### src/rtl/regfile_debug_port_pkg.sv
// rtl/regfile_debug_port_pkg.sv - shared constants and state encoding for the register file debug port
package regfile_dbg_pkg;

    localparam int NUM_REGS   = 16;
    localparam int ADDR_WIDTH = 4;
    localparam int DATA_WIDTH = 16;
    localparam int BYTE_WIDTH = 8;

    localparam logic MODE_LOAD = 1'b0;
    localparam logic MODE_DUMP = 1'b1;

    localparam logic [ADDR_WIDTH-1:0] LAST_IDX = ADDR_WIDTH'(NUM_REGS - 1);

    typedef enum logic [2:0] {
        ST_IDLE,
        ST_LD_HI,
        ST_LD_LO,
        ST_LD_WR,
        ST_DP_RD,
        ST_DP_HI,
        ST_DP_LO,
        ST_DONE
    } state_t;

endpackage

### src/rtl/regfile_debug_port_if.sv
// rtl/regfile_debug_port_if.sv - command, byte stream and register file port bundle
interface regfile_debug_port_if;
    import regfile_dbg_pkg::*;

    logic                  Start;
    logic                  Mode;
    logic [BYTE_WIDTH-1:0] InData;
    logic                  InValid;
    logic                  InReady;
    logic [BYTE_WIDTH-1:0] OutData;
    logic                  OutValid;
    logic                  OutReady;
    logic [ADDR_WIDTH-1:0] DbgWriteRegister;
    logic [DATA_WIDTH-1:0] DbgWriteData;
    logic                  DbgRegWrite;
    logic [ADDR_WIDTH-1:0] DbgReadRegister;
    logic [DATA_WIDTH-1:0] DbgReadData;
    logic                  Busy;
    logic                  Done;

    // The sequencer is the initiator towards the register file.
    modport master (
        input  Start, Mode, InData, InValid, OutReady, DbgReadData,
        output InReady, OutData, OutValid, DbgWriteRegister, DbgWriteData,
               DbgRegWrite, DbgReadRegister, Busy, Done
    );

    modport slave (
        output Start, Mode, InData, InValid, OutReady, DbgReadData,
        input  InReady, OutData, OutValid, DbgWriteRegister, DbgWriteData,
               DbgRegWrite, DbgReadRegister, Busy, Done
    );

endinterface

### src/rtl/regfile_debug_port.sv
// rtl/regfile_debug_port.sv - LOAD/DUMP sequencer between a byte-wide debug link and the register file
module regfile_debug_port
    import regfile_dbg_pkg::*;
(
    input  logic                 clk,
    input  logic                 rst_n,
    regfile_debug_port_if.master bus
);

    state_t                state;
    state_t                state_nxt;
    logic [ADDR_WIDTH-1:0] idx;
    logic [BYTE_WIDTH-1:0] hi;
    logic [BYTE_WIDTH-1:0] lo;
    logic [DATA_WIDTH-1:0] held;
    logic                  is_last;

    assign is_last = (idx == LAST_IDX);

    always_ff @(posedge clk or negedge rst_n) begin
        if (!rst_n) begin
            state <= ST_IDLE;
        end else begin
            state <= state_nxt;
        end
    end

    // Strobes are decoded from state alone so an async reset drops them at once.
    always_comb begin
        state_nxt            = state;
        bus.InReady          = 1'b0;
        bus.OutValid         = 1'b0;
        bus.OutData          = '0;
        bus.DbgRegWrite      = 1'b0;
        bus.DbgWriteRegister = '0;
        bus.DbgWriteData     = '0;
        bus.DbgReadRegister  = '0;
        bus.Done             = 1'b0;
        bus.Busy             = (state != ST_IDLE);
        case (state)
            ST_IDLE: begin
                if (bus.Start) begin
                    state_nxt = (bus.Mode == MODE_DUMP) ? ST_DP_RD : ST_LD_HI;
                end
            end
            ST_LD_HI: begin
                bus.InReady = 1'b1;
                if (bus.InValid) state_nxt = ST_LD_LO;
            end
            ST_LD_LO: begin
                bus.InReady = 1'b1;
                if (bus.InValid) state_nxt = ST_LD_WR;
            end
            ST_LD_WR: begin
                bus.DbgRegWrite      = 1'b1;
                bus.DbgWriteRegister = idx;
                bus.DbgWriteData     = {hi, lo};
                state_nxt            = is_last ? ST_DONE : ST_LD_HI;
            end
            ST_DP_RD: begin
                bus.DbgReadRegister = idx;
                state_nxt           = ST_DP_HI;
            end
            ST_DP_HI: begin
                bus.OutValid = 1'b1;
                bus.OutData  = held[DATA_WIDTH-1 -: BYTE_WIDTH];
                if (bus.OutReady) state_nxt = ST_DP_LO;
            end
            ST_DP_LO: begin
                bus.OutValid = 1'b1;
                bus.OutData  = held[BYTE_WIDTH-1:0];
                if (bus.OutReady) state_nxt = is_last ? ST_DONE : ST_DP_RD;
            end
            ST_DONE: begin
                bus.Done  = 1'b1;
                state_nxt = ST_IDLE;
            end
            default: state_nxt = ST_IDLE;
        endcase
    end

    always_ff @(posedge clk or negedge rst_n) begin
        if (!rst_n) begin
            idx  <= '0;
            hi   <= '0;
            lo   <= '0;
            held <= '0;
        end else begin
            case (state)
                ST_IDLE:  if (bus.Start) idx <= '0;
                ST_LD_HI: if (bus.InValid) hi <= bus.InData;
                ST_LD_LO: if (bus.InValid) lo <= bus.InData;
                ST_LD_WR: if (!is_last) idx <= idx + 1'b1;
                ST_DP_RD: held <= bus.DbgReadData;
                ST_DP_LO: if (bus.OutReady && !is_last) idx <= idx + 1'b1;
                default: ;
            endcase
        end
    end

endmodule

### src/flat_wrapper.sv
// flat-port wrapper written by rule: the top's interface ports become plain ports
module regfile_debug_port_flat import regfile_dbg_pkg::*;
  (clk, rst_n, bus_Start, bus_Mode, bus_InData, bus_InValid, bus_OutReady, bus_DbgReadData, bus_InReady, bus_OutData, bus_OutValid, bus_DbgWriteRegister, bus_DbgWriteData, bus_DbgRegWrite, bus_DbgReadRegister, bus_Busy, bus_Done);
  regfile_debug_port_if bus_i ();
  input  logic clk;
  input  logic rst_n;
  input wire logic [$bits(bus_i.Start)-1:0] bus_Start;
  input wire logic [$bits(bus_i.Mode)-1:0] bus_Mode;
  input wire logic [$bits(bus_i.InData)-1:0] bus_InData;
  input wire logic [$bits(bus_i.InValid)-1:0] bus_InValid;
  input wire logic [$bits(bus_i.OutReady)-1:0] bus_OutReady;
  input wire logic [$bits(bus_i.DbgReadData)-1:0] bus_DbgReadData;
  output wire logic [$bits(bus_i.InReady)-1:0] bus_InReady;
  output wire logic [$bits(bus_i.OutData)-1:0] bus_OutData;
  output wire logic [$bits(bus_i.OutValid)-1:0] bus_OutValid;
  output wire logic [$bits(bus_i.DbgWriteRegister)-1:0] bus_DbgWriteRegister;
  output wire logic [$bits(bus_i.DbgWriteData)-1:0] bus_DbgWriteData;
  output wire logic [$bits(bus_i.DbgRegWrite)-1:0] bus_DbgRegWrite;
  output wire logic [$bits(bus_i.DbgReadRegister)-1:0] bus_DbgReadRegister;
  output wire logic [$bits(bus_i.Busy)-1:0] bus_Busy;
  output wire logic [$bits(bus_i.Done)-1:0] bus_Done;
  assign bus_i.Start = bus_Start;
  assign bus_i.Mode = bus_Mode;
  assign bus_i.InData = bus_InData;
  assign bus_i.InValid = bus_InValid;
  assign bus_i.OutReady = bus_OutReady;
  assign bus_i.DbgReadData = bus_DbgReadData;
  assign bus_InReady = bus_i.InReady;
  assign bus_OutData = bus_i.OutData;
  assign bus_OutValid = bus_i.OutValid;
  assign bus_DbgWriteRegister = bus_i.DbgWriteRegister;
  assign bus_DbgWriteData = bus_i.DbgWriteData;
  assign bus_DbgRegWrite = bus_i.DbgRegWrite;
  assign bus_DbgReadRegister = bus_i.DbgReadRegister;
  assign bus_Busy = bus_i.Busy;
  assign bus_Done = bus_i.Done;
  regfile_debug_port u_core (.clk(clk), .rst_n(rst_n), .bus(bus_i));
endmodule
### config.mk
export PLATFORM = sky130hd
export DESIGN_NAME = regfile_debug_port_flat
export DESIGN_NICKNAME = d
export VERILOG_FILES = /design/src/rtl/regfile_debug_port_pkg.sv /design/src/rtl/regfile_debug_port_if.sv /design/src/rtl/regfile_debug_port.sv /design/src/flat_wrapper.sv
export SDC_FILE = /design/constraint.sdc
export NUM_CORES = 1
export LEC_CHECK = 0
export CAP_MARGIN = 15
export CORE_MARGIN = 2
export CORE_UTILIZATION = 43
export CTS_BUF_LIST = sky130_fd_sc_hd__clkbuf_4 sky130_fd_sc_hd__clkbuf_8
export CTS_CLUSTER_DIAMETER = 40
export DETAILED_ROUTE_END_ITERATION = 7
export GPL_TIMING_DRIVEN = 0
export PLACE_DENSITY = 0.79
export SLEW_MARGIN = 10
export SYNTH_ARGS = -nofsm -noshare
export SYNTH_HDL_FRONTEND = slang
export SYNTH_SLANG_ARGS = --single-unit
### constraint.sdc
create_clock -name clk -period 1.5 [get_ports clk]
set_clock_uncertainty 0.05 [all_clocks]
set_input_delay 0.15 -clock clk [delete_from_list [all_inputs] [get_ports clk]]
set_output_delay 0.15 -clock clk [all_outputs]
set_load 0.01 [all_outputs]
Run 1, M1 wires:
Supply wires on this layer in gray.
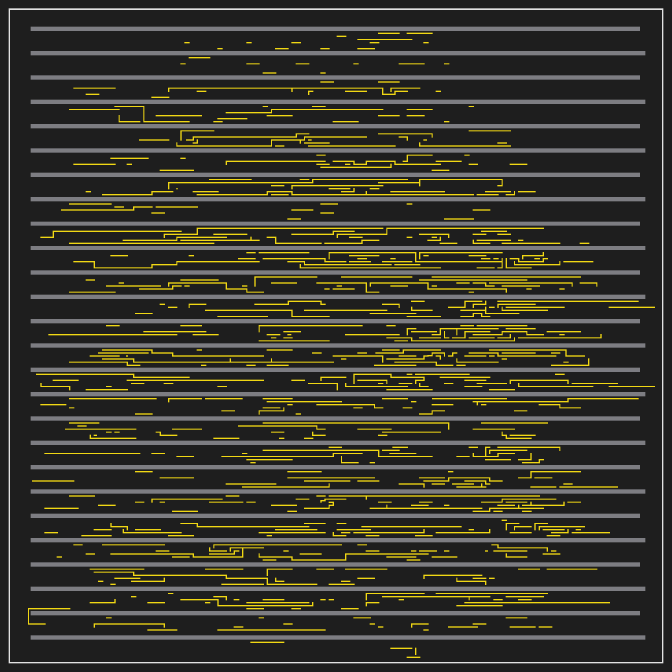
270 nets have wire on it. The layer carries 2,350 um of wire.

Run 1, nets reached from selected ports:
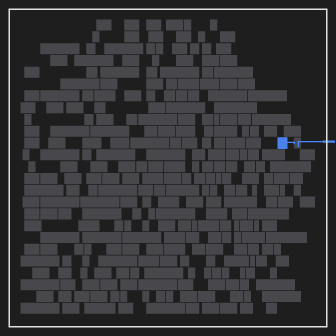
Key: bus_InReady = blue [direction output, end cells 1, buffers 1, wire 9.10 um]
number of ports placed on the die boundary: 67
number of port buffers: 66

Run 1, placement by cell class:
The bar under the picture is 20 um long. Fill, decap, tap and diode cells in gray.
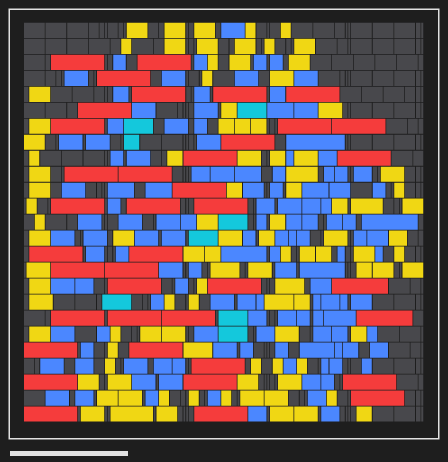
Key: combinational and other logic = blue [cells 129, share of their area 37%]; flops = red [cells 39, share of their area 31%]; clock drivers and dummy loads = cyan [cells 8, share of their area 3.3%]; other buffers and delay cells = yellow [cells 100, share of their area 28%]

==> metrics.cfg, run 1 <==
[synth]
synth-seq-cells=39
topCombFamilyByArea=multiplexers
synthesis_warnings=0
count_of_instantiated_cells_in_the_yosys_netlist=178
synth.cells.most_frequent=dfrtp_1, mux2_2, and2_1
simple_gate_area_share_pct=17.3
synthXorXnorAreaFrac_pct=1.29
post-synth-top-area-fraction_pct=47.9
synthCells=178
post_synth_ao_oa_area_fraction_pct=9.58
synth.cell_area_mm2=0.00204
synth_area_per_cell_um2=11.4
netlist.top_cell.by_area=dfrtp_1
top_cells_by_area=dfrtp_1, mux2_2, and2_1
synth_nets=209
synth-seq-area-share_pct=47.9
ff_type=dfrtp_1
synthArstFlopShare_pct=100
post_synth_fa_ha_maj_area_fraction_pct=1.11
synthMuxAreaShare_pct=19.2
top_cell=dfrtp_1
netlist-cell-type-count=38

[final_layout]
sequential_cell_area_um2=978
fillCellCount=353
largest_class=logic gates
layout_top_cells_excl_fill_tap=dfrtp_1, mux2_2, clkdlybuf4s50_1
design.final.nets=306
n_clock_buffer=8
lay_top_count=dfrtp_1
synthToLayoutAreaGrowth_pct=56.8
design_area_mm2=0.00319
post_route_cells_drive_above_1_share_pct=52.9
comb_share_pct=35.6
multiInputGateArea_mm2=0.00114
largest_register_ffs=16
post_layout_nonfiller_instances=330
largest_register=u_core.held
multi_input_comb_cells=125
num-nonclk-buffers=100
nonClockInverterCount=4
fraction_of_area_in_non_clock_buffers_pct=27.8

[worst_hold_path]
hp-class=input port to asynchronous set/reset pin

[sta]
worstMarginPinSlew_ps=317
grt_setup_unrepaired=yes
worst_slew_margin_rel_pct=78.9
fin_crit_share_pct=118
slew_violations=0
tns_ps=-11570
timing.final.crit_period_ps=1770
setup_viol=74
finalHoldViolCount=0
post-route-worst-setup-slack_ps=-268

[route]
drt-vias-per-instance=5.36
finalWirelength_um=5640
met3_wl_um=246
detailroute.wirelength.met2_um=2930
drcViolationCount=0
drt_first_pass_iters=4
number_of_routed_nets_with_antenna_violations=0
wl_per_cell_um=17.1
detailroute.via_count=1768
topRoutingLayerUsed=met4
met1_length_um=2350

[job]
openroad.warnings=29
max_cap_viol_count=0

[global_routing]
grt_pass1_vias=1829
grt_max_degree=28
global_routing_usage_on_met2_pct=36.9
antenna_found_initial=0
grt_use_met1_pct=28.5
first_pass_grt_wire_length_um=8940
global_route_hottest_layer=met2

[power]
combPwrFrac_pct=57.1
power_density_mw_per_mm2=1960
powerSeq_mw=1.90
maxPowerGroup=combinational cells
p_seq_share_pct=30.3
p_sw_mw=2.31
ir_worst_vdd_mv=0.889
pwr.group.clock_uw=788
total_power_mw=6.27
power.switching_fraction_pct=36.8

[clock_network]
clkLatencyLatePin_ps=290
cts_sink_cnt=39
cts_made_buffers=5
clkSlewWorstSetupHoldPaths_ps=70
clock_root_buffer=clkbuf_8
tritoncts=done
cts_hold_buf=1
clock_path_buffers=2
post_cts_resized=207
post_cts_buffers=12

[floorplan]
floorplan.tapcells=54
initCoreUtil_pct=44.0
cell_rows=25

[setup_path]
worst_path_dominant_cell_family=buffers and inverters
worst-endpoint-arrival_ps=1570
r2r.worst_path.cells=5
cp.buffers_inverters=3
timing.critical_path.to=bus_DbgReadRegister[0]
worst_path_max_delay_cell=dfrtp_1
cp.required_ps=1300
critical_path.startpoint_type=register
path_cells=buf_2 > nor3b_2 > buf_4 > and2_1 > buf_2
worstReg2RegStart=u_core.state[0]
regToRegEndpoint=u_core.held[14]
path_class=register to output pin
source_of_the_critical_timing_path=u_core.state[0]
worstSetupPathDepth=5
worstSetupEndpointType=output pin
worstPathMaxFanout=5
critPathMostFrequentCell=buf_2
timing.reg2reg.setup_slack_ps=-200

[status]
failed_checks=negative setup slack
status=finished, violations left

[placement]
pre_cts_ws_ps=-671
placedCellCount=299
dp_hpwl_um=3400

==> inputs of run 2 (changes only) <==
--- a/config.mk
+++ b/config.mk
@@ -6,13 +6,15 @@
 export NUM_CORES = 1
 export LEC_CHECK = 0
 export CAP_MARGIN = 15
+export CELL_PAD_IN_SITES_DETAIL_PLACEMENT = 1
+export CELL_PAD_IN_SITES_GLOBAL_PLACEMENT = 1
 export CORE_MARGIN = 2
-export CORE_UTILIZATION = 43
+export CORE_UTILIZATION = 33
 export CTS_BUF_LIST = sky130_fd_sc_hd__clkbuf_4 sky130_fd_sc_hd__clkbuf_8
 export CTS_CLUSTER_DIAMETER = 40
 export DETAILED_ROUTE_END_ITERATION = 7
 export GPL_TIMING_DRIVEN = 0
-export PLACE_DENSITY = 0.79
+export PLACE_DENSITY_LB_ADDON = 0.1
 export SLEW_MARGIN = 10
 export SYNTH_ARGS = -nofsm -noshare
 export SYNTH_HDL_FRONTEND = slang
Run 2, placement density heat map:
8 x 8 tiles, from white (low) to dark blue (high), 0 to 100% covered.
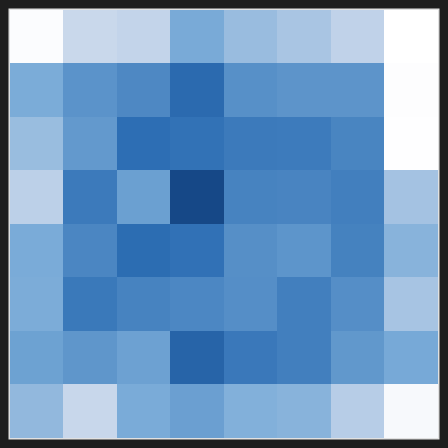
6.2% of the tiles are nearly empty. The emptiest ninth of the die: north-east. The densest ninth of the die: center. 7.8% of the tiles are over 75% full. The fullest tile reaches 90%. The mean over all tiles is 52%.

Run 2, nets reached from selected ports:
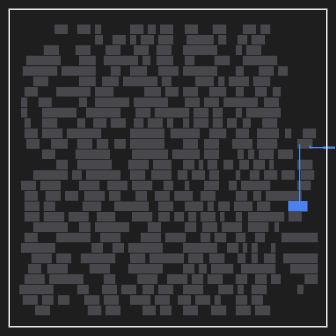
Key: bus_InReady = blue [direction output, end cells 1, buffers 1, wire 20.4 um]

Run 2, M1 wires:
Supply wires on this layer in gray.
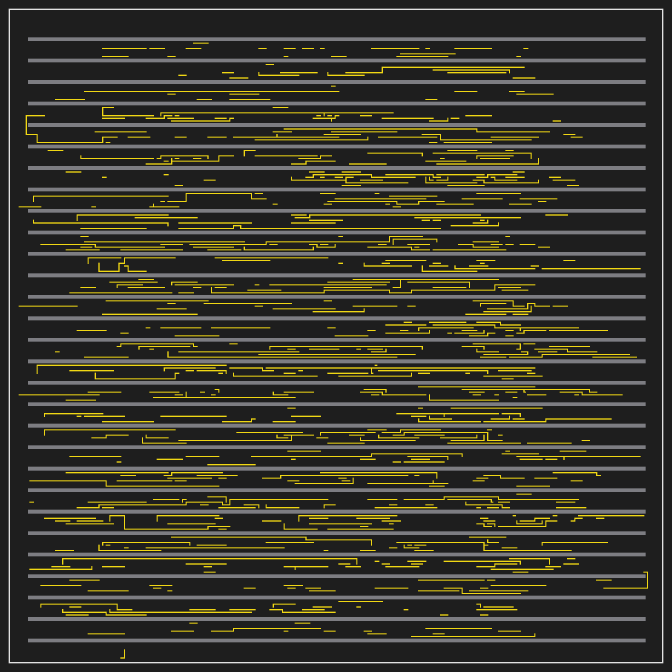
The layer carries 3,140 um of wire. The wires run mostly horizontal. The longest straight run is 37.3 um. 282 nets have wire on it. The layer holds 45% of the routed length.

==> metrics.cfg, run 2 <==
[global_routing]
first_pass_grt_wire_length_um=10900
global_route_hottest_layer=met2
antenna_found_initial=0
grt_use_met1_pct=29.0
grt_pass1_vias=2013

[clock_network]
clock_root_buffer=clkbuf_8
clock_path_buffers=2
clkSlewWorstSetupHoldPaths_ps=90
tritoncts=done
cts_hold_buf=1
post_cts_resized=269

[route]
drt_first_pass_iters=4
drt-vias-per-instance=5.05
wl_per_cell_um=19.4
detailroute.via_count=1833

[sta]
post-route-worst-setup-slack_ps=-312
tns_ps=-12560
worstMarginPinSlew_ps=333
setup_viol=66
timing.final.crit_period_ps=1810

[synth]
synthMuxAreaShare_pct=19.2
synth-seq-area-share_pct=47.9
synth_area_per_cell_um2=11.4
simple_gate_area_share_pct=17.3
synthArstFlopShare_pct=100
synth.cell_area_mm2=0.00204
ff_type=dfrtp_1
netlist-cell-type-count=38
synth_nets=209
synth.cells.most_frequent=dfrtp_1, mux2_2, and2_1
synthXorXnorAreaFrac_pct=1.29
netlist.top_cell.by_area=dfrtp_1
synth-seq-cells=39
count_of_instantiated_cells_in_the_yosys_netlist=178
top_cell=dfrtp_1
top_cells_by_area=dfrtp_1, mux2_2, and2_1
synthCells=178

[setup_path]
worstPathMaxFanout=8
timing.critical_path.to=bus_OutData[0]
r2r.worst_path.cells=7
cp.required_ps=1300
critPathMostFrequentCell=buf_6
source_of_the_critical_timing_path=u_core.state[1]
worstSetupPathDepth=7
timing.reg2reg.setup_slack_ps=-180
worstSetupEndpointType=output pin
worst_path_dominant_cell_family=buffers and inverters
path_cells=buf_6 > buf_6 > and2b_4 > buf_8 > a22oi_2 > nor2b_2 > buf_2

[power]
power.switching_fraction_pct=37.0
pwr.group.clock_uw=788
p_sw_mw=2.76
combPwrFrac_pct=63.1

[status]
failed_checks=negative setup slack
status=finished, violations left

[final_layout]
nonClockInverterCount=4
comb_share_pct=35.2
largest_class=logic gates
post_layout_nonfiller_instances=363
post_route_cells_drive_above_1_share_pct=63.2
synthToLayoutAreaGrowth_pct=78.4
n_clock_buffer=6
multiInputGateArea_mm2=0.00128

[job]
openroad.warnings=29

[floorplan]
floorplan.tapcells=75
top_level_ports=67

[placement]
pre_cts_ws_ps=-734

